### src/rtl/kfib_engine.sv
// K-order Fibonacci engine: iterates a sliding window of the last ORDER terms
// through one K-input adder until the window's newest entry is F(n).
module kfib_engine #(
  parameter int WORDSIZE = 32,
  parameter int NWIDTH   = 8,
  parameter int ORDER    = 2
) (
  input  logic                clk,
  input  logic                rst,
  input  logic                start,
  input  logic [NWIDTH-1:0]   n,
  output logic                busy,
  output logic                ready,
  output logic [WORDSIZE-1:0] result,
  output logic                overflow,
  output logic [WORDSIZE-1:0] term,
  output logic                term_valid
);

  localparam int SUM_W = WORDSIZE + 3;

  typedef enum logic [1:0] {S_IDLE, S_RUN, S_DONE} state_t;

  state_t              state_q, state_d;
  logic [NWIDTH-1:0]   n_q, n_d;
  logic [NWIDTH-1:0]   idx_q, idx_d;
  logic [WORDSIZE-1:0] win_q [ORDER];
  logic [WORDSIZE-1:0] win_d [ORDER];
  logic [WORDSIZE-1:0] result_q, result_d;
  logic [WORDSIZE-1:0] term_q, term_d;
  logic                tv_q, tv_d;
  logic                ovf_q, ovf_d;
  logic                ready_q, ready_d;

  logic                accept, step, finish;
  logic [SUM_W-1:0]    sum;

  assign accept = start && (state_q != S_RUN);
  assign step   = (state_q == S_RUN) && (idx_q < n_q);
  assign finish = (state_q == S_RUN) && !(idx_q < n_q);

  // The single adder: 3 guard bits hold the carry of up to 8 addends.
  always_comb begin
    sum = '0;
    for (int k = 0; k < ORDER; k++) begin
      sum = sum + SUM_W'(win_q[k]);
    end
  end

  always_ff @(posedge clk) begin
    if (rst) state_q <= S_IDLE;
    else     state_q <= state_d;
  end

  always_comb begin
    state_d = state_q;
    case (state_q)
      S_IDLE:  if (start) state_d = S_RUN;
      S_RUN:   if (finish) state_d = S_DONE;
      S_DONE:  if (start) state_d = S_RUN;
      default: state_d = S_IDLE;
    endcase
  end

  always_comb begin
    busy = (state_q == S_RUN);
  end

  always_comb begin
    n_d      = n_q;
    idx_d    = idx_q;
    win_d    = win_q;
    result_d = result_q;
    term_d   = term_q;
    tv_d     = 1'b0;
    ovf_d    = ovf_q;
    ready_d  = ready_q;
    if (accept) begin
      n_d   = n;
      idx_d = NWIDTH'(ORDER - 1);
      for (int k = 0; k < ORDER; k++) begin
        win_d[k] = '0;
      end
      win_d[ORDER-1] = WORDSIZE'(1);
      ovf_d   = 1'b0;
      ready_d = 1'b0;
    end else if (step) begin
      for (int k = 0; k < ORDER - 1; k++) begin
        win_d[k] = win_q[k+1];
      end
      win_d[ORDER-1] = sum[WORDSIZE-1:0];
      idx_d  = idx_q + 1'b1;
      term_d = sum[WORDSIZE-1:0];
      tv_d   = 1'b1;
      if (|sum[SUM_W-1:WORDSIZE]) ovf_d = 1'b1;
    end else if (finish) begin
      // Indices below K-1 are seed zeros; the window's newest entry is not F(n) there.
      result_d = (n_q < NWIDTH'(ORDER - 1)) ? '0 : win_q[ORDER-1];
      ready_d  = 1'b1;
    end
  end

  always_ff @(posedge clk) begin
    if (rst) begin
      n_q      <= '0;
      idx_q    <= '0;
      for (int k = 0; k < ORDER; k++) begin
        win_q[k] <= '0;
      end
      result_q <= '0;
      term_q   <= '0;
      tv_q     <= 1'b0;
      ovf_q    <= 1'b0;
      ready_q  <= 1'b0;
    end else begin
      n_q      <= n_d;
      idx_q    <= idx_d;
      win_q    <= win_d;
      result_q <= result_d;
      term_q   <= term_d;
      tv_q     <= tv_d;
      ovf_q    <= ovf_d;
      ready_q  <= ready_d;
    end
  end

  assign ready      = ready_q;
  assign result     = result_q;
  assign overflow   = ovf_q;
  assign term       = term_q;
  assign term_valid = tv_q;

endmodule

### config.mk
export PLATFORM = sky130hd
export DESIGN_NAME = kfib_engine
export DESIGN_NICKNAME = d
export VERILOG_FILES = /design/src/rtl/kfib_engine.sv
export SDC_FILE = /design/constraint.sdc
export NUM_CORES = 1
export LEC_CHECK = 0
export CAP_MARGIN = 40
export CORE_AREA = 5 5 191 137
export CTS_CLUSTER_DIAMETER = 30
export DETAILED_ROUTE_END_ITERATION = 8
export DIE_AREA = 0 0 196 142
export PLACE_DENSITY = 0.59
export SLEW_MARGIN = 20
export SYNTH_ARGS = -nofsm -noshare
export SYNTH_HDL_FRONTEND = slang
export SYNTH_SLANG_ARGS = --single-unit
export TNS_END_PERCENT = 100
### constraint.sdc
create_clock -name clk -period 4.6 [get_ports clk]
set_input_delay 1.38 -clock clk [delete_from_list [all_inputs] [get_ports clk]]
set_output_delay 1.38 -clock clk [all_outputs]
set_load 0.01 [all_outputs]
### Congestion heat map

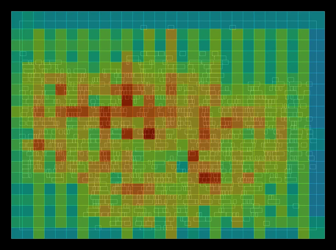
met2 GRT Util: 20.8%
Most Crowded Layer GR: met1

### Sizing map

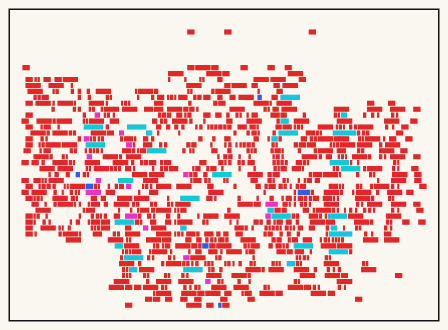
| color | size | cells | most used |
|---|---|---|---|
| magenta | drive 3 to 4 | 15 | buf_4 |
| red | drive 1 or less | 912 | nand2_1 |
| cyan | drive 6 and up | 30 | clkbuf_16 |
| blue | drive 2 | 6 | nor2_2 |

### Signal metal coverage by tile

Bar = 50 um. The die is cut into 39 by 28 equal tiles; dark purple is low, yellow is high, scaled to the fullest tile. Values are wire area over tile area, all layers added.
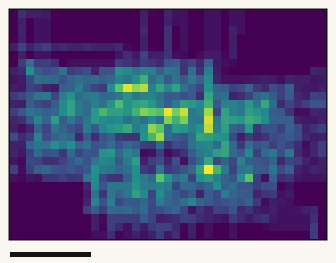
tiles over half the peak: 8.0%
mean over tiles: 0.11
emptiest ninth of the die: top right

==> job_summary.md <==
### Yosys + OpenROAD results

| Metric | Value |
|---|---|
| Status | `finished clean` |
| Mean Syn Cell Area | `a little under 8 um2` |
| Area leader share | `41.8%` |
| P_int | `2.20 mW` |
| Top cells, area | `dfxtp_1 (42%), nand2_1 (11%), a21oi_1 (11%), ha_1 (7.0%), nand3_1 (3.4%)` |
| I/O pins | `79` |
| Max FO, Critical Path | `6` |
| CTS Sinks | `149` |
| Setup TNS Final | `0 ns` |
| Vias per cell | `4.97` |
| Crit start category | `flip-flop` |
| Logic pwr share | `approximately 8.2%` |
| Net Sw Power | `0.831 mW` |
| Final nets | `1002` |
| Count of library flops with an enable pin | `0` |
| Post-Route WL | `20.4 mm` |
| Root Driver | `clkbuf_16` |
| Unrepaired setup endpoints after global routing | `no` |
| Worst Setup Path Type | `flip-flop to output pin` |
| H-tree levels | `4` |
| Post-synth ARST share | `0%` |
| Max VDD drop | `0.257 mV` |
| DRT Pass-1 Iters | `5` |
| Warning count from the yosys run | `0` |
| I/O Buffers | `78` |
| YS chip area | `7130 um2` |
| Latency at later pin | `around 0.44 ns` |
| Pwr/cell area | `between 300 and 400 nW/um2` |
| DRC errors left | `0` |
| GR Util met1 | `a little under a quarter` |
| Endpoints failing hold | `0` |
| Main synth FF type | `dfxtp_1` |
| Crit end category | `output pin` |
| Seq pwr share | `43.7%` |
| Layout cell share with drive strength beyond 1 | `5.30%` |
| Post-route minimum period | `3.10 ns` |
| Die y size | `around 140 um` |
| Setup bufs post-CTS | `0` |
| CTS tree | `done` |
| Worst endpoint required time | `3.22 ns` |
| Worst Max-Slew Pin Slew | `a little over 0.8 ns` |
| Initial antenna violation count | `0` |
| GR Overflow Total | `0` |
| Leak | `3.29 nW` |
| Post-place setup slack | `between 1 and 1.5 ns` |
| Detail Placement HPWL | `14.3 mm` |
| Pwr Total | `between 3 and 4 mW` |
| Floorplan Utilization | `29.4%` |
| Vias post-DR | `6407` |
| WP data arrival | `around 1.7 ns` |
| Synth-to-Final Area Change | `23.0%` |
| Vias in the first global route | `6118` |
| Initial DRC Count | `479` |
| Yosys Instances | `902` |
| Final setup vio count | `0` |
| Hold Crit Class | `flip-flop to flip-flop` |
| TritonCTS buffer count | `17` |
| Clock-pin slew on the worst setup and hold paths | `0.07 ns` |
| #FFs+latches synth | `149` |
| Pin count of the biggest net entering global routing | `71` |
| Die Width | `slightly below 200 um` |
| Routed Antenna Nets | `0` |
| Maximum capacitance violations | `0` |
| Synth Seq Share | `41.8%` |
| Post-synth top area cell | `dfxtp_1` |
| Cell count after synthesis | `902` |
| Top cells excl fill/tap | `nand2_1 (214), a21oi_1 (155), dfxtp_1 (149)` |
| Count of tool warnings | `26` |
| DR WL/cell | `roughly 16 um` |
| Chip area | `27800 um2` |
| Hold buffers post-CTS | `0` |
| Slew margin rel. | `45.9%` |
| Post-route setup slack | `1.50 ns` |
| Number of distinct library cells after synthesis | `between 50 and 60` |
| Diodes inserted | `0` |
| First-pass GRT wire length | `between 30 and 40 mm` |
| Post-cts sizing count | `0` |
| Placed Cells | `approximately 1.3k` |
| Row Count | `around 48` |
| Max frequency | `322 MHz` |
| Fin cells | `1288` |
| RD Place Congestion | `0.924` |
| Total GRT Usage | `14.9%` |
| Clock Power Share | `between 40 and 50%` |
| Mapped Area | `7130 um2` |
| Switching power share of the total | `27.4%` |
| Commonest Layout Cell | `nand2_1` |
| Core ar. | `roughly 24000 um2` |
| Synth Net Count | `954` |
| Final period util | `67.5%` |
| Slew Limit Fails | `0` |
| GR Layer Usage met3 | `3.69%` |
| Layout Skew | `0.0152 ns` |
| Clk buf depth | `2` |
[per-stage QoR]
stage / util, % / hold WS, ns / instance area (um2)
5_1_grt: 36.1 / 0.469 / 8770
3_3_place_gp: 33.6 / 0.436 / 8160
4_1_cts: 36.1 / 0.451 / 8770
3_5_place_dp: 33.6 / 0.440 / 8160
2_1_floorplan: - / 0.431 / 7130
6_report: 36.1 / 0.446 / 8770
[routing by layer]
| metal | part of all wire [%] | vias to the layer above |
|---|---|---|
| li1 | - | 3250 |
| met1 | 56 | 3025 |
| met2 | 39 | 119 |
| met3 | 4.1 | 13 |
| met4 | 0.78 | 0 |
| met5 | 0 | - |
[kinds of logic after synthesis]
kind of cell	Yosys count	synth area share (%)
AND/OR/NAND/NOR	353	21.3
AND-OR/OR-AND	251	20.9
flip-flops	149	41.8
buffers and inverters	74	4.32
adder cells (fa/ha/maj)	41	7.30
XOR/XNOR	26	3.19
multiplexers	8	1.12
[Yosys cell counts (3+ instances only)]
cell,n
nand2_1,214
a21oi_1,155
dfxtp_1,149
nand3_1,49
clkbuf_1,40
ha_1,40
nor2_1,34
o21ai_0,28
xnor2_1,17
inv_1,15
nor3_1,15
nand4_1,14
a21o_1,12
buf_2,12
xor2_1,9
mux2i_1,8
a22o_1,7
and3_1,7
a31oi_1,5
buf_1,5
nand2b_1,5
a211o_1,4
nor4_1,4
o21bai_1,4
o221ai_1,4
a211oi_1,3
a311o_1,3
and2_1,3
nor2b_1,3
[power groups by stage]
stage	clock network (mW)	registers (mW)	logic [mW]
after floorplan	0	1.35	0.160
after global placement	0	1.35	0.244
after detailed placement	0	1.35	0.250
after CTS	1.49	1.32	0.250
after global routing	1.55	1.33	0.275
final	1.46	1.32	0.247
[registers in the layout, summed over array words and instances (netlist names)]
signal	count
idx_q	8
n_q	8
overflow	1
ready	1
result	32
state_q	2
term	32
term_valid	1
win_q	64
[critical path, stage by stage (launching register included)]
cell and delay [ns]:
dfxtp_1 0.31, nand2b_1 0.27, inv_1 0.16, clkdlybuf4s50_1 0.55
[area by class of cell]
type	count	area, um2
tap	325	407
clock inverter	15	183
clock buffer	17	425
inverter	15	56.3
fill	2541	15500
timing repair buffer	88	863
sequential	149	2980
multi-input combinational	679	3850
[worst paths after layout]
| kind | cells after the start | slack, ns | end | start |
|---|---|---|---|---|
| worst max-delay path | 3 | 1.50 | busy | state_q[1]$_SDFFE_PP0P_ |
| worst min-delay path | 2 | 0.45 | term[29]$_SDFFE_PP0P_ | term[29]$_SDFFE_PP0P_ |
| worst max register to register | 9 | 1.64 | win_q[20]$_SDFFE_PP0P_ | n_q[7]$_SDFFE_PP0P_ |
| worst min register to register | 2 | 0.45 | term[29]$_SDFFE_PP0P_ | term[29]$_SDFFE_PP0P_ |
No activity file was given, so power comes from the tool's default toggle rates.
